Fig. 1: run 1, gate-type map
Scale: 4 px per µm.
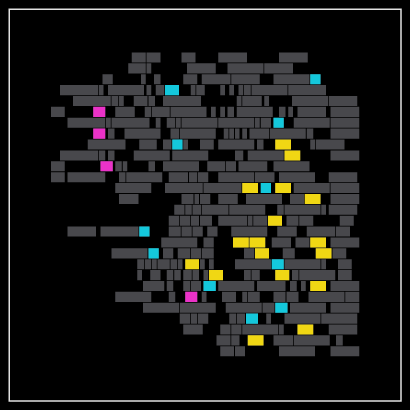
Fig. 2: run 1, close-up of the layout
Window x 34 to 64, y 53 to 83 µm. Cells in grey, sequential cells in the stronger grey; small squares are vias.
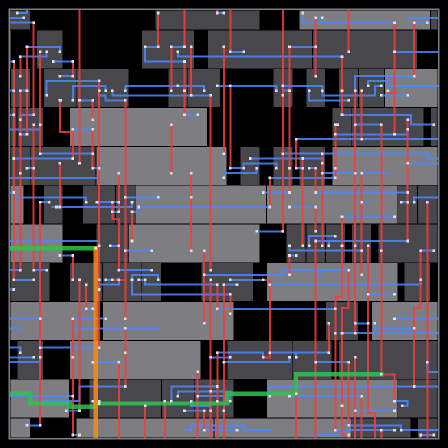
Fig. 3: run 1, signal wires on met1
Scale: 4 px per µm. Supply wires on this layer in grey.
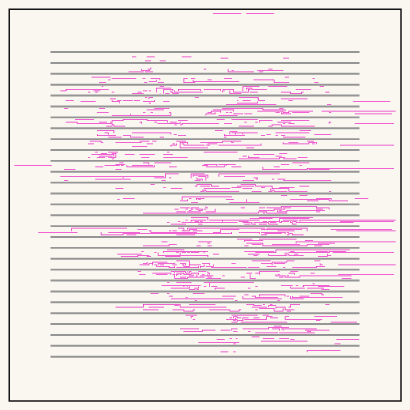
**src/rtl/m68k_bus_pkg.sv**
```systemverilog
// Shared 68k bus definitions: function codes, IACK FSM states, default vectors.
package m68k_bus_pkg;

  localparam logic [2:0] FC_NONE = 3'b000;
  localparam logic [2:0] FC_IACK = 3'b111;

  localparam logic [7:0] DEF_SPURIOUS_VEC = 8'h18;
  localparam logic [7:0] DEF_AUTOVEC_BASE = 8'h18;

  typedef enum logic [2:0] {
    ST_IDLE,
    ST_ASSERT,
    ST_WAIT,
    ST_RELEASE,
    ST_DONE
  } iack_state_e;

  // Autovector number: base plus level, wrapping in 8 bits.
  function automatic logic [7:0] autovec(input logic [7:0] base, input logic [2:0] lvl);
    return base + {5'b00000, lvl};
  endfunction

endpackage

```
**src/rtl/iack_initiator_ipl_sync.sv**
```systemverilog
// Synchronises the asynchronous ipl_n lines and filters single-sample glitches.
// A level is accepted only when both synchroniser stages agree, giving a
// 3-clk latency from an ipl_n change to stable_lvl.
module ipl_sync (
  input  logic       clk,
  input  logic       rst_n,
  input  logic [2:0] ipl_n,
  output logic [2:0] stable_lvl
);

  logic [2:0] s1, s2;

  // Two-flop synchroniser (idle = all high = level 0) plus equality filter.
  always_ff @(posedge clk or negedge rst_n) begin
    if (!rst_n) begin
      s1         <= 3'b111;
      s2         <= 3'b111;
      stable_lvl <= 3'd0;
    end else begin
      s1 <= ipl_n;
      s2 <= s1;
      if (s1 == s2) stable_lvl <= ~s2;
    end
  end

endmodule

```
**src/rtl/iack_initiator.sv**
```systemverilog
// CPU-side interrupt unit: qualifies ipl against the SR mask, raises irq_req,
// and runs the 68000 interrupt-acknowledge bus cycle to fetch a vector.
module iack_initiator
  import m68k_bus_pkg::*;
#(
  parameter int         TIMEOUT_CYC  = 64,
  parameter logic [7:0] SPURIOUS_VEC = DEF_SPURIOUS_VEC,
  parameter logic [7:0] AUTOVEC_BASE = DEF_AUTOVEC_BASE
) (
  input  logic       clk,
  input  logic       rst_n,
  input  logic [2:0] ipl_n,
  input  logic [2:0] sr_mask,
  output logic       irq_req,
  output logic [2:0] irq_level,
  input  logic       iack_start,
  output logic       vec_valid,
  output logic [7:0] vector,
  output logic [2:0] vec_level,
  output logic       spurious,
  output logic [2:0] fc,
  output logic [2:0] addr,
  output logic       as_n,
  output logic       intr_cycle_n,
  input  logic       dtack_n,
  input  logic       vpa_n,
  input  logic       berr_n,
  input  logic [7:0] data_in
);

  localparam int CW = (TIMEOUT_CYC < 4) ? 2 : $clog2(TIMEOUT_CYC);
  localparam logic [CW-1:0] CNT_LAST = CW'(TIMEOUT_CYC - 1);

  iack_state_e   state, state_nxt;
  logic [2:0]    stable_lvl, stable_d;
  logic          nmi_pend, nmi_edge, nmi_pend_nxt, lvl_req, busy;
  logic [2:0]    cur_lvl, cur_lvl_nxt;
  logic [CW-1:0] cnt, cnt_nxt;
  logic [7:0]    vec_r, vec_nxt;
  logic          spur_r, spur_nxt;
  logic [2:0]    fc_nxt, addr_nxt;
  logic          as_nxt, ic_nxt;

  ipl_sync u_sync (
    .clk        (clk),
    .rst_n      (rst_n),
    .ipl_n      (ipl_n),
    .stable_lvl (stable_lvl)
  );

  // Level 7 is edge-triggered; a new edge wins over the clear at DONE.
  always_comb begin
    nmi_edge     = (stable_lvl == 3'd7) && (stable_d != 3'd7);
    nmi_pend_nxt = nmi_pend;
    if (state == ST_DONE && cur_lvl == 3'd7) nmi_pend_nxt = 1'b0;
    if (nmi_edge) nmi_pend_nxt = 1'b1;
    lvl_req = (stable_lvl != 3'd7) && (stable_lvl > sr_mask);
    busy    = (state != ST_IDLE) || (iack_start && irq_req);
  end

  // Qualification registers: request is held off while an IACK is in flight.
  always_ff @(posedge clk or negedge rst_n) begin
    if (!rst_n) begin
      stable_d  <= 3'd0;
      nmi_pend  <= 1'b0;
      irq_req   <= 1'b0;
      irq_level <= 3'd0;
    end else begin
      stable_d  <= stable_lvl;
      nmi_pend  <= nmi_pend_nxt;
      irq_req   <= !busy && (nmi_pend_nxt || lvl_req);
      irq_level <= nmi_pend_nxt ? 3'd7 : stable_lvl;
    end
  end

  // FSM state register.
  always_ff @(posedge clk or negedge rst_n) begin
    if (!rst_n) state <= ST_IDLE;
    else        state <= state_nxt;
  end

  // Next-state and next bus-output logic; termination priority berr > dtack > vpa.
  always_comb begin
    state_nxt   = state;
    cur_lvl_nxt = cur_lvl;
    cnt_nxt     = cnt;
    vec_nxt     = vec_r;
    spur_nxt    = spur_r;
    fc_nxt      = fc;
    addr_nxt    = addr;
    as_nxt      = as_n;
    ic_nxt      = intr_cycle_n;
    case (state)
      ST_IDLE: begin
        if (iack_start && irq_req) begin
          state_nxt   = ST_ASSERT;
          cur_lvl_nxt = irq_level;
          fc_nxt      = FC_IACK;
          addr_nxt    = irq_level;
          ic_nxt      = 1'b0;
        end
      end
      ST_ASSERT: begin
        as_nxt    = 1'b0;
        cnt_nxt   = '0;
        state_nxt = ST_WAIT;
      end
      ST_WAIT: begin
        if (!berr_n || (dtack_n && vpa_n && cnt == CNT_LAST)) begin
          vec_nxt  = SPURIOUS_VEC;
          spur_nxt = 1'b1;
        end else if (!dtack_n) begin
          vec_nxt  = data_in;
          spur_nxt = 1'b0;
        end else if (!vpa_n) begin
          vec_nxt  = autovec(AUTOVEC_BASE, cur_lvl);
          spur_nxt = 1'b0;
        end
        if (!berr_n || !dtack_n || !vpa_n || cnt == CNT_LAST) begin
          state_nxt = ST_RELEASE;
          as_nxt    = 1'b1;
          ic_nxt    = 1'b1;
          fc_nxt    = FC_NONE;
          addr_nxt  = 3'd0;
        end else begin
          cnt_nxt = cnt + CW'(1);
        end
      end
      ST_RELEASE: begin
        if (dtack_n && vpa_n && berr_n) state_nxt = ST_DONE;
      end
      ST_DONE: state_nxt = ST_IDLE;
      default: state_nxt = ST_IDLE;
    endcase
  end

  // Bus outputs, cycle datapath, and vector publication on leaving DONE.
  always_ff @(posedge clk or negedge rst_n) begin
    if (!rst_n) begin
      cur_lvl      <= 3'd0;
      cnt          <= '0;
      vec_r        <= 8'd0;
      spur_r       <= 1'b0;
      fc           <= FC_NONE;
      addr         <= 3'd0;
      as_n         <= 1'b1;
      intr_cycle_n <= 1'b1;
      vec_valid    <= 1'b0;
      vector       <= 8'd0;
      vec_level    <= 3'd0;
      spurious     <= 1'b0;
    end else begin
      cur_lvl      <= cur_lvl_nxt;
      cnt          <= cnt_nxt;
      vec_r        <= vec_nxt;
      spur_r       <= spur_nxt;
      fc           <= fc_nxt;
      addr         <= addr_nxt;
      as_n         <= as_nxt;
      intr_cycle_n <= ic_nxt;
      vec_valid    <= (state == ST_DONE);
      if (state == ST_DONE) begin
        vector    <= vec_r;
        vec_level <= cur_lvl;
        spurious  <= spur_r;
      end
    end
  end

endmodule

```
**config.mk**
```make
export PLATFORM = sky130hd
export DESIGN_NAME = iack_initiator
export DESIGN_NICKNAME = d
export VERILOG_FILES = /design/src/rtl/m68k_bus_pkg.sv /design/src/rtl/iack_initiator_ipl_sync.sv /design/src/rtl/iack_initiator.sv
export SDC_FILE = /design/constraint.sdc
export NUM_CORES = 1
export LEC_CHECK = 0
export CAP_MARGIN = 20
export CORE_MARGIN = 10
export CORE_UTILIZATION = 40
export CTS_BUF_LIST = sky130_fd_sc_hd__clkbuf_8
export CTS_CLUSTER_SIZE = 14
export DETAILED_ROUTE_END_ITERATION = 7
export HOLD_SLACK_MARGIN = 0.06
export PLACE_DENSITY = 0.72
export SLEW_MARGIN = 10
export SYNTH_ARGS = -nofsm -noshare
export SYNTH_HDL_FRONTEND = slang
export SYNTH_SLANG_ARGS = --single-unit
export TNS_END_PERCENT = 10
```
**constraint.sdc**
```tcl
create_clock -name clk -period 1.7 [get_ports clk]
set_clock_uncertainty 0.15 [all_clocks]
set_input_delay 0.255 -clock clk [delete_from_list [all_inputs] [get_ports clk]]
set_output_delay 0.255 -clock clk [all_outputs]
set_load 0.1 [all_outputs]
```
==> impl_metrics.json, run 1 <==
{
  "floorplan.die_area_um2": 9520,
  "drt_iter0_markers": 75,
  "areaGrowthSynthToFinish_pct": 45.6,
  "grt_util_all_layers_pct": 11.8,
  "drt-pass1-iter-count": 4,
  "finalWorstPathRequiredPeriod_ps": 1650,
  "htree_num_levels": 3,
  "timing.hold.worst.class": "primary input to flop",
  "clock-sinks": 57,
  "cts_setup_buffers": 0,
  "synth.largest_area_cell": "sky130_fd_sc_hd__dfrtp_1",
  "fmax_mhz": 607,
  "final_cell_mix": "sky130_fd_sc_hd__dfrtp_1 (45), sky130_fd_sc_hd__buf_12 (27), sky130_fd_sc_hd__nand2_1 (22)",
  "std_cell_rows": 28,
  "layout_cells_sized_above_1_pct": 33.2,
  "ctsHoldBuffers": 1,
  "grt_pass1_vias": 1892,
  "finalMaxSlewViolations": 0,
  "path_delay_family": "flip-flops",
  "core_area_um2": 5890,
  "mi_logic_area_um2": 908,
  "unrepaired_setup_endpoints_after_global_routing": "true",
  "synth_cell_type_count": 39,
  "dp_slack_ps": -222,
  "layout.area.seq_um2": 1440,
  "clock_buffers_created_by_tritoncts": 9,
  "postLayoutCoreUtil_pct": 59.5,
  "whs_path_depth": 1,
  "route.detailed.drc": 0,
  "postRouteWirelength_um": 5390,
  "syn_area_per_cell_um2": 11.7,
  "result_of_the_run": "completed",
  "critPathLaunchType": "flop",
  "routed-via-count": 1780,
  "worstReg2RegStart": "state[1]",
  "avgRoutedWirePerCell_um": 15.4,
  "num-fill-cells": 475,
  "setup_slack_ps": 51.4,
  "area_leaders": "sky130_fd_sc_hd__dfrtp_1 (51%), sky130_fd_sc_hd__dfstp_2 (8.7%), sky130_fd_sc_hd__mux2_2 (5.6%)",
  "design_area_um2": 3500,
  "top_cells_by_count": "sky130_fd_sc_hd__dfrtp_1 (49), sky130_fd_sc_hd__nand2_1 (22), sky130_fd_sc_hd__mux2_2 (12)",
  "synth.yosys.warnings": 0,
  "regToRegSetupSlack_ps": 50,
  "vertical_die_size_um": 97.6,
  "grt_remaining_overflow": 0,
  "edf_count": 0,
  "ys_ff": 57,
  "finalCritPeriodShare_pct": 97.0,
  "global_route_wire_length_before_repair_um": 9230
}
Notes on Fig. 1 above:
- mux cells: yellow (cells 17)
- xor and xnor cells: magenta (cells 4)
- non-inverting ao/oa cells: cyan (cells 11)
final std cells w/o fill: 349
proportion of cell area occupied by multi-input gates: 25.9%

Notes on Fig. 2 above:
- M3: green
- M4: orange
- M1: blue
- M2: red
- sequential cells in the window: 15
- cells with their middle in the window: 66
- netlist names of flops here include: cur_lvl (3), irq_level (3), state (3)
- most frequent: nand2_1 (14), dfrtp_1 (12)

Notes on Fig. 3 above:
- share of all routed wire: 44%
- main direction: horizontal
- longest straight run: 28.8 µm

-- run 1: cells by family after synthesis --
family	synth area share, %
XOR/XNOR	1.46
adder cells (fa/ha/maj)	2.08
buffers and inverters	3.48
AND-OR/OR-AND	11.5
multiplexers	7.70
flip-flops	59.7
AND/OR/NAND/NOR	14.1
-- run 1: layer usage --
metal,global-route usage [%],routed length (µm)
met1,14.0,2380
met5,0,0
met4,4.81,55
met2,19.0,2650
met3,4.20,300
-- run 1: area by class of cell --
type	instances	area share, %
repair buffers	62	24.2
multi-input cells	129	25.9
clock buffers	10	3.93
well taps	75	2.68
flip-flops and latches	57	41.1
clock inverters	6	1.04
inverters	10	1.07
-- run 1: power by group --
part / internal, mW / total, mW / switching, mW
logic: 0.666 / 1.59 / 0.925
registers: 1.64 / 1.92 / 0.273
clock network: 0.556 / 1.08 / 0.528
Fig. 4: run 1, metal layers overlaid
Scale: 4 px per µm. Only two layers are drawn.
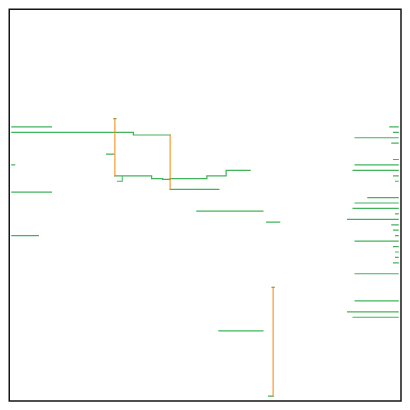

==> run 2, diff against run 1 <==
Settings changed: CORE_MARGIN 10 to not set, CTS_BUF_LIST sky130_fd_sc_hd__clkbuf_8 to sky130_fd_sc_hd__clkbuf_4 sky130_fd_sc_hd__clkbuf_8.
Fig. 5: run 2, metal layers overlaid
Scale: 4 px per µm. Only two layers are drawn.
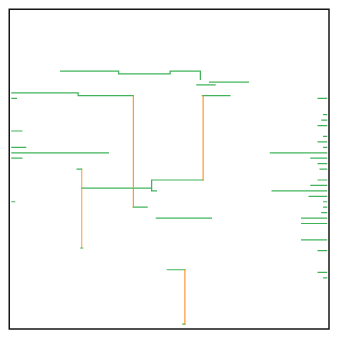
- M4: orange (wire length 82.3 µm)
- M3: green (wire length 264 µm)

Fig. 6: run 2, routing congestion map
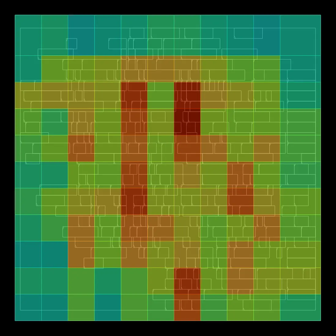
M3 GR Usage: 6.17%
Finished Core Util: 62.1%
global routing usage summed across all routing layers: 17.4%

Fig. 7: run 2, gate-type map
Scale: 6 px per µm.
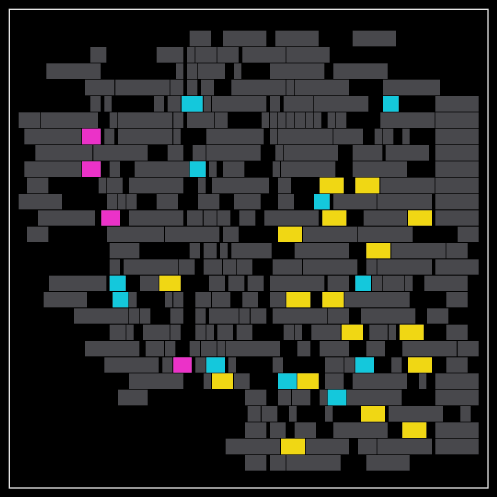
- non-inverting ao/oa cells: cyan (cells 11)
- mux cells: yellow (cells 17)
- xor and xnor cells: magenta (cells 4)
final std cells w/o fill: 347
most common library cell in the layout ignoring fill and taps: sky130_fd_sc_hd__dfrtp_1
proportion of cell area occupied by multi-input gates: 25.6%

==> impl_metrics.json, run 2 <==
{
  "syn_area_per_cell_um2": 11.7,
  "whs_path_depth": 1,
  "layout_multi_input_combinational_cell_count": 129,
  "route.detailed.drc": 0,
  "routed-via-count": 1797,
  "vertical_die_size_um": 79.6,
  "wire_length_the_detailed_router_placed_on_met1_um": 2210,
  "unrepaired_setup_endpoints_after_global_routing": "true",
  "area_dominant_class": "sequential cells",
  "std_cell_rows": 27,
  "seq_area_share_pct": 41.0,
  "clock_power_mw": 1.24,
  "mi_logic_area_um2": 896,
  "buf_share_pct": 24.1,
  "dp_slack_ps": -233,
  "areaGrowthSynthToFinish_pct": 45.7,
  "setup_slack_ps": 61.6,
  "clock_buffers_created_by_tritoncts": 9,
  "result_of_the_run": "completed",
  "nNonClkInverters": 10,
  "clock_buffer_count": 11,
  "htree_num_levels": 3,
  "avgRoutedWirePerCell_um": 13.9,
  "cts_setup_buffers": 0,
  "grt_pass1_vias": 1725,
  "synth.largest_area_cell": "sky130_fd_sc_hd__dfrtp_1",
  "timing.hold.worst.class": "primary input to flop",
  "core_area_um2": 5640,
  "final_cell_mix": "sky130_fd_sc_hd__dfrtp_1 (47), sky130_fd_sc_hd__buf_12 (26), sky130_fd_sc_hd__nand2_1 (22)",
  "layout_cells_sized_above_1_pct": 31.6,
  "tap-cell-count": 72,
  "dr.max_layer_used": "met4",
  "synth.yosys.warnings": 0,
  "clkPwrFrac_pct": 26.4,
  "drt_iter0_markers": 131,
  "maxPowerGroup": "registers",
  "area_leaders": "sky130_fd_sc_hd__dfrtp_1 (51%), sky130_fd_sc_hd__dfstp_2 (8.7%), sky130_fd_sc_hd__mux2_2 (5.6%)",
  "edf_count": 0,
  "fmax_mhz": 610,
  "clock-sinks": 57,
  "grt_most_used_layer": "met2",
  "powerComb_mw": 1.54,
  "num-fill-cells": 432
}
## run 2: cell counts after synthesis
Identical to the previous run, type by type.
## run 2: worst max-delay path by stage
stage / from / end / depth (start not counted)
final: state[2] / addr[0] / 6
after global routing: state[2] / vec_r[7] / 6
after CTS: state[1] / vec_r[3] / 4
after detailed placement: sr_mask[2] / irq_req / 7
after global placement: sr_mask[2] / irq_req / 7
after floorplan: fc[1] / fc[1] / 1
## run 2: cell families (layout without fill, tap and decap cells)
group	count (synthesis)	count (layout)	share of synthesized area [%]
flip-flops	57	57	59.7
AND/OR/NAND/NOR	63	63	14.1
adder cells (fa/ha/maj)	4	4	2.08
buffers and inverters	19	89	3.48
AND-OR/OR-AND	41	41	11.5
multiplexers	17	17	7.70
XOR/XNOR	4	4	1.46
Power is estimated from default activity; no workload was simulated.
